[src/rtl/bp_update_scheduler.sv]
// -----------------------------------------------------------------------------
// bp_update_scheduler
//
// Buffers resolved-branch outcomes from execute/commit in a small FIFO. It
// replays them in program order into the global branch predictor's single
// update port, at most one per cycle. Issue pauses while `hold` is high, so
// the predictor history stays frozen. Enqueue keeps running during `hold`.
// Two saturating performance counters track accepted branches and accepted
// mispredicts.
//
// Parameters
//   DEPTH  FIFO entries (power of two, >= 2)
//   CTR_W  width of each performance counter
//
// Ports
//   clk, rst        clock; synchronous active-high reset
//   upd_valid       resolved branch offered
//   upd_ready       FIFO can accept (count != DEPTH), from state only
//   upd_pc          PC of the resolved branch
//   upd_taken       actual outcome
//   upd_mispred     prediction was wrong (used only for counting)
//   hold            freeze issue; does not block enqueue
//   ctr_clr         synchronous clear of both counters (wins over increment)
//   pred_ld         one-cycle pulse per update -> glob_pred_ld
//   pred_br_en      outcome of the issued update -> cpu_br_en
//   pred_wpc        PC of the issued update -> write_pc
//   idle            FIFO empty and no update in flight on pred_ld
//   br_count        branches accepted (saturating)
//   mispred_count   accepted branches flagged mispredicted (saturating)
// -----------------------------------------------------------------------------
module bp_update_scheduler #(
  parameter int DEPTH = 4,
  parameter int CTR_W = 32
) (
  input  logic             clk,
  input  logic             rst,
  input  logic             upd_valid,
  output logic             upd_ready,
  input  logic [31:0]      upd_pc,
  input  logic             upd_taken,
  input  logic             upd_mispred,
  input  logic             hold,
  input  logic             ctr_clr,
  output logic             pred_ld,
  output logic             pred_br_en,
  output logic [31:0]      pred_wpc,
  output logic             idle,
  output logic [CTR_W-1:0] br_count,
  output logic [CTR_W-1:0] mispred_count
);

  localparam int            AW       = $clog2(DEPTH);
  localparam logic [AW:0]   FULL_CNT = (AW+1)'(DEPTH);

  logic [31:0]   mem_pc    [DEPTH];
  logic          mem_taken [DEPTH];
  logic [AW-1:0] head;
  logic [AW-1:0] tail;
  logic [AW:0]   count;

  logic push;
  logic pop;

  // Ready depends only on the registered occupancy. A full FIFO refuses the
  // push even when a pop frees a slot in the same cycle.
  assign upd_ready = (count != FULL_CNT);
  assign idle      = (count == '0) && !pred_ld;

  assign push = upd_valid && upd_ready;
  // The pop looks only at the stored occupancy. A push into an empty FIFO
  // therefore always waits one cycle in storage, because nothing bypasses it.
  assign pop  = (count != '0) && !hold;

  // NOTE: the storage array has no reset. Its contents are meaningless until
  // count covers them, so clearing the pointers and count is enough.
  always_ff @(posedge clk) begin
    if (push) begin
      mem_pc[tail]    <= upd_pc;
      mem_taken[tail] <= upd_taken;
    end
  end

  // NOTE: sequential state uses non-blocking assignments only. Every register
  // then samples the pre-edge values, and the same-cycle push/pop cases stay
  // consistent.
  always_ff @(posedge clk) begin
    if (rst) begin
      head  <= '0;
      tail  <= '0;
      count <= '0;
    end else begin
      if (push) tail <= tail + AW'(1);
      if (pop)  head <= head + AW'(1);
      case ({push, pop})
        2'b10:   count <= count + (AW+1)'(1);
        2'b01:   count <= count - (AW+1)'(1);
        default: count <= count;
      endcase
    end
  end

  // Issue register. The PC and outcome keep their last issued values between
  // pulses, and only pred_ld returns low.
  always_ff @(posedge clk) begin
    if (rst) begin
      pred_ld    <= 1'b0;
      pred_br_en <= 1'b0;
      pred_wpc   <= '0;
    end else begin
      pred_ld <= pop;
      if (pop) begin
        pred_wpc   <= mem_pc[head];
        pred_br_en <= mem_taken[head];
      end
    end
  end

  // Saturating performance counters. A clear overrides an increment in the
  // same cycle.
  always_ff @(posedge clk) begin
    if (rst || ctr_clr) begin
      br_count      <= '0;
      mispred_count <= '0;
    end else if (push) begin
      if (br_count != '1)
        br_count <= br_count + CTR_W'(1);
      if (upd_mispred && (mispred_count != '1))
        mispred_count <= mispred_count + CTR_W'(1);
    end
  end

endmodule

[config.mk]
export PLATFORM = sky130hd
export DESIGN_NAME = bp_update_scheduler
export DESIGN_NICKNAME = d
export VERILOG_FILES = /design/src/rtl/bp_update_scheduler.sv
export SDC_FILE = /design/constraint.sdc
export NUM_CORES = 1
export LEC_CHECK = 0
export ABC_AREA = 1
export CORE_MARGIN = 3
export CORE_UTILIZATION = 53
export CTS_BUF_LIST = sky130_fd_sc_hd__clkbuf_4 sky130_fd_sc_hd__clkbuf_8
export DETAILED_ROUTE_END_ITERATION = 16
export PLACE_DENSITY = 0.87
export SYNTH_ARGS = -nofsm -noshare
export SYNTH_HDL_FRONTEND = slang
export SYNTH_SLANG_ARGS = --single-unit
[constraint.sdc]
create_clock -name clk -period 4.6 [get_ports clk]
set_input_delay 0.92 -clock clk [delete_from_list [all_inputs] [get_ports clk]]
set_output_delay 0.92 -clock clk [all_outputs]
set_load 0.01 [all_outputs]
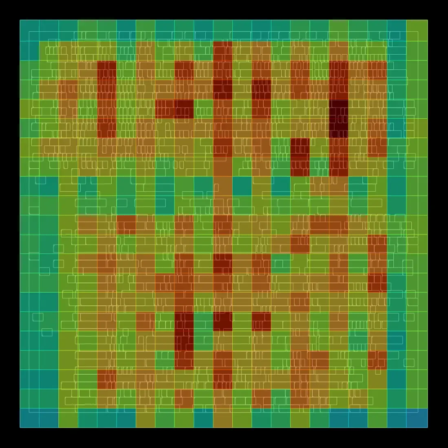
run_1/final_congestion.png
post-route core utilization: 67.2%
met3 Usage GRT: 5.14%
DR WL/cell: 15.2 um
met2 Usage GRT: 38.1%

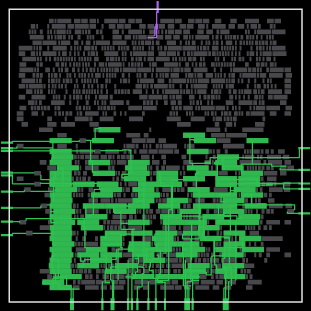
run_1/port_nets.png
(2 px per um)
upd_pc: in green, bits 32, direction input, end cells 128, buffers 32, wire 1980 um. hold: in purple, bits 1, direction input, end cells 1, buffers 1, wire 24.0 um.
Top-Level Pins: 139
port bufs: 138

==> GITHUB_STEP_SUMMARY, run 1 <==
## PnR job results

| Metric | Value |
|---|---|
| Synth Register Bits | `about 240` |
| Worst reg2reg endpoint | `count[2]` |
| Combinational power | `~1.1 mW` |
| Top Family by Delay on Critical Path | `adder cells` |
| Area leader share | `38.4%` |
| Tool warnings | `29` |
| Max clock buf depth | `3` |
| YS chip area | `a little over 10000 sq um` |
| Htree depth | `2` |
| CP Max Fanout | `25` |
| Post-CTS setup buffer count | `0` |
| Max Cap Viol | `0` |
| Die y size | `~150 um` |
| Syn Std Cell Area | `between 10000 and 15000 sq um` |
| Yosys warning tally | `0` |
| Clock period minus worst slack | `~2.8 ns` |
| WP buf/inv | `2` |
| Status | `finished, final reports clean` |
| Worst setup path class | `input port to flop` |
| Standard-cell rows | `approximately 50` |
| Dpl hpwl | `15600 um` |
| DRC viols | `0` |
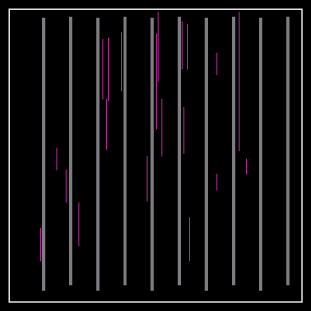
run_1/met4.png
(2 px per um) Supply wires on this layer in gray.
The layer holds 2.1% of the routed length. The longest straight run is 69.4 um. The wires run mostly vertical. The layer carries 501 um of wire.
Via Count: 8553
Routed WL: 24400 um

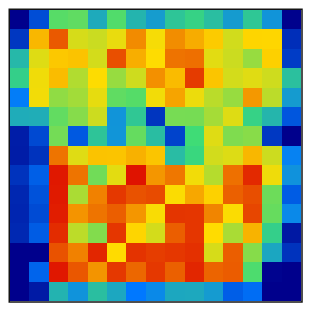
run_1/density.png
(2 px per um) The die is cut into 15 by 15 equal tiles; dark blue is low, red is high, 0 to 100% covered.
The densest ninth of the die: bottom middle. The mean over all tiles is 58%. 35% of the tiles are over 75% full.
core region area: 18900 sq um
Pre-Place Util: 54.6%

run 1: layout make-up:
cell class	instances	area, sq um
clock buffer	60	719
timing repair buffer	147	1450
multi-input combinational	802	3720
fill	1476	6200
clock inverter	9	73.8
inverter	90	338
sequential	237	6070
tap	260	325
run 1: kinds of logic after synthesis:
logic type / after synthesis / share of synthesized area (%)
flip-flops: 237 / 58.8
buffers and inverters: 142 / 5.60
AND-OR/OR-AND: 203 / 10.7
adder cells (fa/ha/maj): 8 / 1.04
XOR/XNOR: 5 / 0.424
AND/OR/NAND/NOR: 586 / 23.5
run 1: flip-flops by register name, summed over array words and instances (netlist names):
name and cells:
pred_ld 1, br_count 32, pred_br_en 1, head 2, mem_pc 128, tail 2
pred_wpc 32, mispred_count 32, mem_taken 4, count 3
run 1: layer usage:
layer / wire, um / GRT usage, % / up-vias / part of all wire (%)
met4: 501 / 7.60 / 0 / 2.1
li1: - / - / 4209 / -
met1: 10000 / 28.1 / 3968 / 41
met2: 12000 / 38.1 / 331 / 49
met5: 0 / 0 / - / 0
met3: 1830 / 5.14 / 45 / 7.5
run 1: worst max-delay path by stage:
stage / from / endpoint / slack (ns) / cells past startpoint
finish: upd_valid / count[2] / 1.81 / 9
global placement: upd_valid / mem_pc[2][10] / 1.39 / 3
detailed placement: upd_valid / mem_pc[0][1] / 1.29 / 4
CTS: upd_valid / mem_pc[0][25] / 1.84 / 4
global route: upd_valid / br_count[23] / 1.62 / 7
floorplan: upd_valid / mem_pc[0][0] / 1.39 / 4
run 1: cells in the mapped netlist, types with 19 or more instances:
cell type / number
a31oi_1: 40
dfxtp_1: 105
inv_1: 87
clkbuf_1: 30
nand4_1: 19
a21oi_1: 35
nand3_1: 57
o21ai_0: 109
nor2_1: 298
nand2_1: 186
edfxtp_1: 132
==> run 2, diff against run 1 <==
==> constraint.sdc (replaced) <==
create_clock -name clk -period 2.62 [get_ports clk]
set_input_delay 0.524 -clock clk [delete_from_list [all_inputs] [get_ports clk]]
set_output_delay 0.524 -clock clk [all_outputs]
set_load 0.01 [all_outputs]
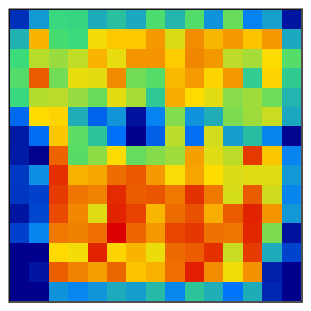
run_2/density.png
(2 px per um) The die is cut into 15 by 15 equal tiles; dark blue is low, red is high, 0 to 100% covered.
post-route core utilization: 67.7%

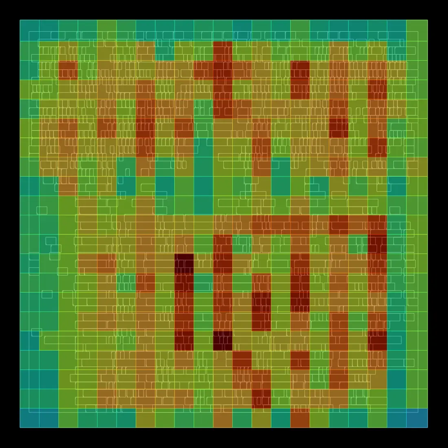
run_2/final_congestion.png
met3 Usage GRT: 4.05%
M1 GR Usage: 29.7%
Most Crowded Layer GR: met2
met2 Usage GRT: 37.9%

==> run 2 against run 1 <==
Critical path depth shrank 5. Global-route usage up 0.36 points. Worst hold slack improved by 0.0048 ns. Register-to-register slack lost 1.5 ns. First-iteration DRC count up 5.6%. Count of clock-buffer cells in the layout decreased by 4. Clock power is 68% higher. Combinational power up 81%. Sequential power is 76% higher. Non-clock buffer count up 10. Power grew 74%. Largest power group unchanged.
==> GITHUB_STEP_SUMMARY, run 2 <==
## PnR job results

| Metric | Value |
|---|---|
| Pre-Place Util | `between 50% and 60%` |
| Cell type with the largest total area | `edfxtp_1` |
| Synth Register Bits | `~240` |
| Max reg flops | `around 130` |
| Ratio of cells with drive above 1 in the final layout | `under 10%` |
| Commonest flop | `edfxtp_1` |
| Top-Level Pins | `between 100 and 150` |
| Simple share | `between 20% and 30%` |
| Synth top cells by count | `nor2_1, nand2_1, edfxtp_1` |
| Clock period minus worst slack | `between 2 and 2.5 ns` |
| Nets@finish | `1374` |
| Die Width | `roughly 150 um` |
| Top Family by Delay on Critical Path | `buffers and inverters` |
| CP Capture Type | `output pin` |
| Htree depth | `2` |
| Max clock buf depth | `3` |
| Cell Pwr Density | `760 nW/um^2` |
| WP buf/inv | `1` |
| Compound Share, Synth | `around 11%` |
| Final period util | `88.0%` |
| CP Max Fanout | `3` |
| Biggest register | `mem_pc` |
| Multiplexer share | `0%` |
| Post-CTS setup buffer count | `0` |
| Dpl hpwl | `approximately 15000 um` |
| XOR/XNOR Area Share | `0.424%` |
| Maximum number of pins on one net before global-route repair | `69` |
| Worst setup path class | `flop to output pin` |
| Adder share | `around 1.0%` |
| Syn Std Cell Area | `10300 sq um` |
| Status | `finished, final reports clean` |
| Sum Neg Setup Slack | `0 ns` |
| Port bufs | `138` |
| Area leader share | `a little under two fifths` |
| Standard-cell rows | `~50` |
| Die y size | `~150 um` |
| DRC viols | `0` |
| Top cell excl fill/tap | `nor2_1` |
| Worst rel slew slack | `~31%` |
| Yosys warning tally | `0` |
| Top-count cell post-synth | `nor2_1` |
| Core region area | `roughly 19000 sq um` |
| Tool warnings | `30` |
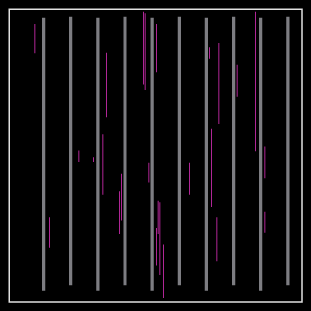
run_2/met4.png
(2 px per um) Supply wires on this layer in gray.
The longest straight run is 69.4 um. 19 nets have wire on it.
Via Count: 8563
Routed WL: 24400 um

-- run 2: layout make-up --
cell class	count	area [sq um]
clock buffers	56	689
clock inverters	16	71.3
fillers	1488	6100
inverters	90	338
multi-input cells	802	3720
flip-flops and latches	237	6070
well taps	260	325
repair buffers	157	1590
-- run 2: final timing paths --
path              slack, ns  cells after the start   startpoint      endpoint
setup / recovery       0.32                      4     count[1]          idle
hold / removal         0.52                      2  br_count[1]   br_count[1]
setup reg to reg       0.55                     11  br_count[0]  br_count[18]
hold reg to reg        0.52                      2  br_count[1]   br_count[1]
-- run 2: per-layer routing --
| layer | routed length (um) | vias up |
|---|---|---|
| met1 | 10300 | 3972 |
| met3 | 1690 | 56 |
| met4 | 580 | 2 |
| li1 | - | 4238 |
| met5 | 7 | - |
| met2 | 11800 | 295 |
-- run 2: report_power, final --
group	leakage, nW	internal [mW]	switching [mW]	total [mW]
Combinational	1.94	0.817	1.23	2.04
Clock	0.400	1.70	1.43	3.13
Sequential	2.06	4.37	0.184	4.55
Total	4.40	6.88	2.84	9.72
-- run 2: metrics by stage --
stage               worst slack, ns  power, mW  cell area [sq um]  std cells  hold WS, ns
finish                        0.315       9.72              12800       1618        0.519
floorplan                    -0.209       5.74              10300       1181        0.472
detailed placement            0.358       6.67              12000       1546        0.522
global route                  0.113       10.2              12800       1618        0.556
CTS                           0.264       9.79              12800       1618        0.528
global placement              0.361       6.57              12000       1546        0.490
-- run 2: cells by family (layout without fill, tap and decap cells) --
logic type | count (synthesis) | after routing
AOI/OAI and AO/OA | 203 | 203
adders and majority gates | 8 | 8
xor gates and xnor gates | 5 | 5
DFF | 237 | 237
and+or+nand+nor | 586 | 586
buffers and inverters | 142 | 319
==> run 3, diff against run 2 <==
--- a/config.mk
+++ b/config.mk
@@ -10,7 +10,8 @@
 export CORE_UTILIZATION = 53
 export CTS_BUF_LIST = sky130_fd_sc_hd__clkbuf_4 sky130_fd_sc_hd__clkbuf_8
 export DETAILED_ROUTE_END_ITERATION = 16
-export PLACE_DENSITY = 0.87
+export DONT_BUFFER_PORTS = 1
+export PLACE_DENSITY = 0.78
 export SYNTH_ARGS = -nofsm -noshare
 export SYNTH_HDL_FRONTEND = slang
 export SYNTH_SLANG_ARGS = --single-unit
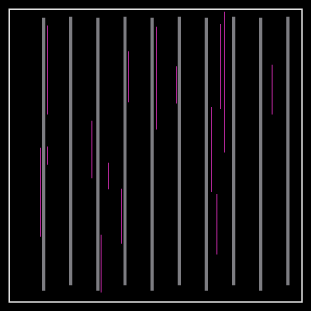
run_3/met4.png
(2 px per um) Supply wires on this layer in gray.
The layer holds 2.2% of the routed length. The longest straight run is 70.0 um. 9 nets have wire on it. The wires run mostly vertical.
Routed WL: 23200 um
Via Count: 7882

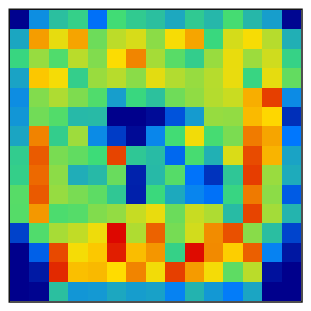
run_3/density.png
(2 px per um) The die is cut into 15 by 15 equal tiles; dark blue is low, red is high, 0 to 100% covered.
post-route core utilization: 60.8%

==> run 3 against run 2 <==
Via count is 8.0% lower. Sequential share of layout area up 5.4 points. Sequential power increased by 3%. Synthesized area is the same. Combinational power is 31% lower. Count of clock-buffer cells in the layout shrank 6. Worst setup slack improved by 0.12 ns. Utilization decreased by 6.9 points. Wire length fell by 5.0%. Clock power grew 5%. Clock skew is 0.0018 ns lower. Synthesized cell count unchanged. Critical path type is now flop to flop. Largest cell class unchanged.
==> GITHUB_STEP_SUMMARY, run 3 <==
## PnR job results

| Metric | Value |
|---|---|
| Commonest flop | `edfxtp_1` |
| YS chip area | `about 10000 sq um` |
| DP Worst Slack | `0.522 ns` |
| Max reg flops | `between 100 and 150` |
| Worst rel slew slack | `a little over 30%` |
| Max clock buf depth | `3` |
| Top-Level Pins | `around 140` |
| DRC viols | `0` |
| Post-placement cell area | `approximately 11000 sq um` |
| Hold_ws | `0.0629 ns` |
| Worst setup path class | `flop to flop` |
| Maximum number of pins on one net before global-route repair | `69` |
| Syn Std Cell Area | `10300 sq um` |
| Dpl hpwl | `~14000 um` |
| Pre-Place Util | `around 55%` |
| Area grow syn2layout | `11.3%` |
| CP Max Fanout | `14` |
| Post-route setup slack | `around 0.43 ns` |
| Synth top cells by count | `nor2_1, nand2_1, edfxtp_1` |
| Cell Pwr Density | `around 820 nW/um^2` |
| Core region area | `18900 sq um` |
| Area leader share | `between 30% and 40%` |
| Die y size | `between 100 and 150 um` |
| PnR Total Power | `~9.4 mW` |
| Synth Register Bits | `~240` |
| Status | `finished, final reports clean` |
| Ratio of cells with drive above 1 in the final layout | `under 10%` |
| Yosys warning tally | `0` |
| Biggest register | `mem_pc` |
| Sum Neg Setup Slack | `0 ns` |
| Number of diodes | `0` |
| Nets@finish | `about 1200` |
| DR WL/cell | `~16 um` |
| Tool warnings | `30` |
| Final Cell Area | `about 11000 sq um` |
| Max Cap Viol | `0` |
| Cell type with the largest total area | `edfxtp_1` |
| Top cell excl fill/tap | `nor2_1` |
| Clock period minus worst slack | `~2.2 ns` |
| CP Capture Type | `flop` |
| Htree depth | `2` |
| Standard-cell rows | `50` |
| Top-count cell post-synth | `nor2_1` |
| Final period util | `a little over four fifths` |
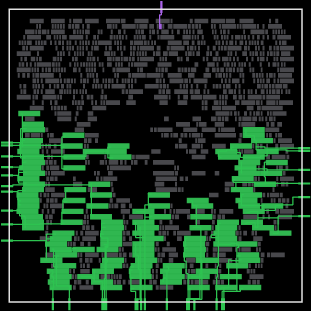
run_3/port_nets.png
(2 px per um)
upd_pc: in green, bits 32, direction input, end cells 128, buffers 0, wire 1350 um. hold: in purple, bits 1, direction input, end cells 1, buffers 0, wire 9.10 um.
port bufs: 0

run 3: cell counts after synthesis:
No cell type changed its count.
run 3: final cells by class:
type	instances	area, sq um
clock inverters	21	176
fillers	1602	7410
multi-input cells	802	3720
clock buffers	50	626
repair buffers	25	238
well taps	260	325
inverters	90	338
flip-flops and latches	237	6070
run 3: through the flow:
step | utilization (%) | std cells
4_1_cts | 60.8 | 1485
3_3_place_gp | 56.6 | 1414
2_1_floorplan | - | 1181
6_report | 60.8 | 1485
5_1_grt | 60.8 | 1485
3_5_place_dp | 56.6 | 1414
run 3: path summary, 6_finish.rpt:
path | slack, ns | end | cells after the start | from
max reg2reg | 0.43 | br_count[19] | 7 | br_count[2]
min reg2reg | 0.51 | count[2] | 2 | count[2]
min | 0.06 | pred_ld | 1 | rst
max | 0.43 | br_count[19] | 7 | br_count[2]
run 3: where the power goes:
part	switching, mW	internal (mW)	total [mW]
clock	1.42	1.87	3.30
sequential	0.317	4.37	4.69
combinational	0.985	0.411	1.40
total	2.73	6.66	9.38
run 3: critical path: stages, from the launching register on:
cell and delay (ns):
dfxtp_1 0.47, nand2_1 0.09, nor2_1 0.19, nand2_1 0.08, nor2_1 0.78, nand3_1 0.20, o21ai_1 0.20, nor2_1 0.07
run 3: logic make-up after synthesis:
group                      after synthesis  share of synthesized area [%]
AOI/OAI and AO/OA                      203                           10.7
xor gates and xnor gates                 5                          0.424
adders and majority gates                8                           1.04
buffers and inverters                  142                           5.60
DFF                                    237                           58.8
and+or+nand+nor                        586                           23.5
run 3: routing by layer:
metal | global-route usage (%) | vias up | share of wire, %
li1 | - | 3973 | -
met1 | 27.3 | 3625 | 42
met2 | 35.3 | 247 | 47
met3 | 6.20 | 37 | 8.4
met4 | 6.84 | 0 | 2.1
met5 | 0 | - | 0
No activity file was given, so power comes from the tool's default toggle rates.
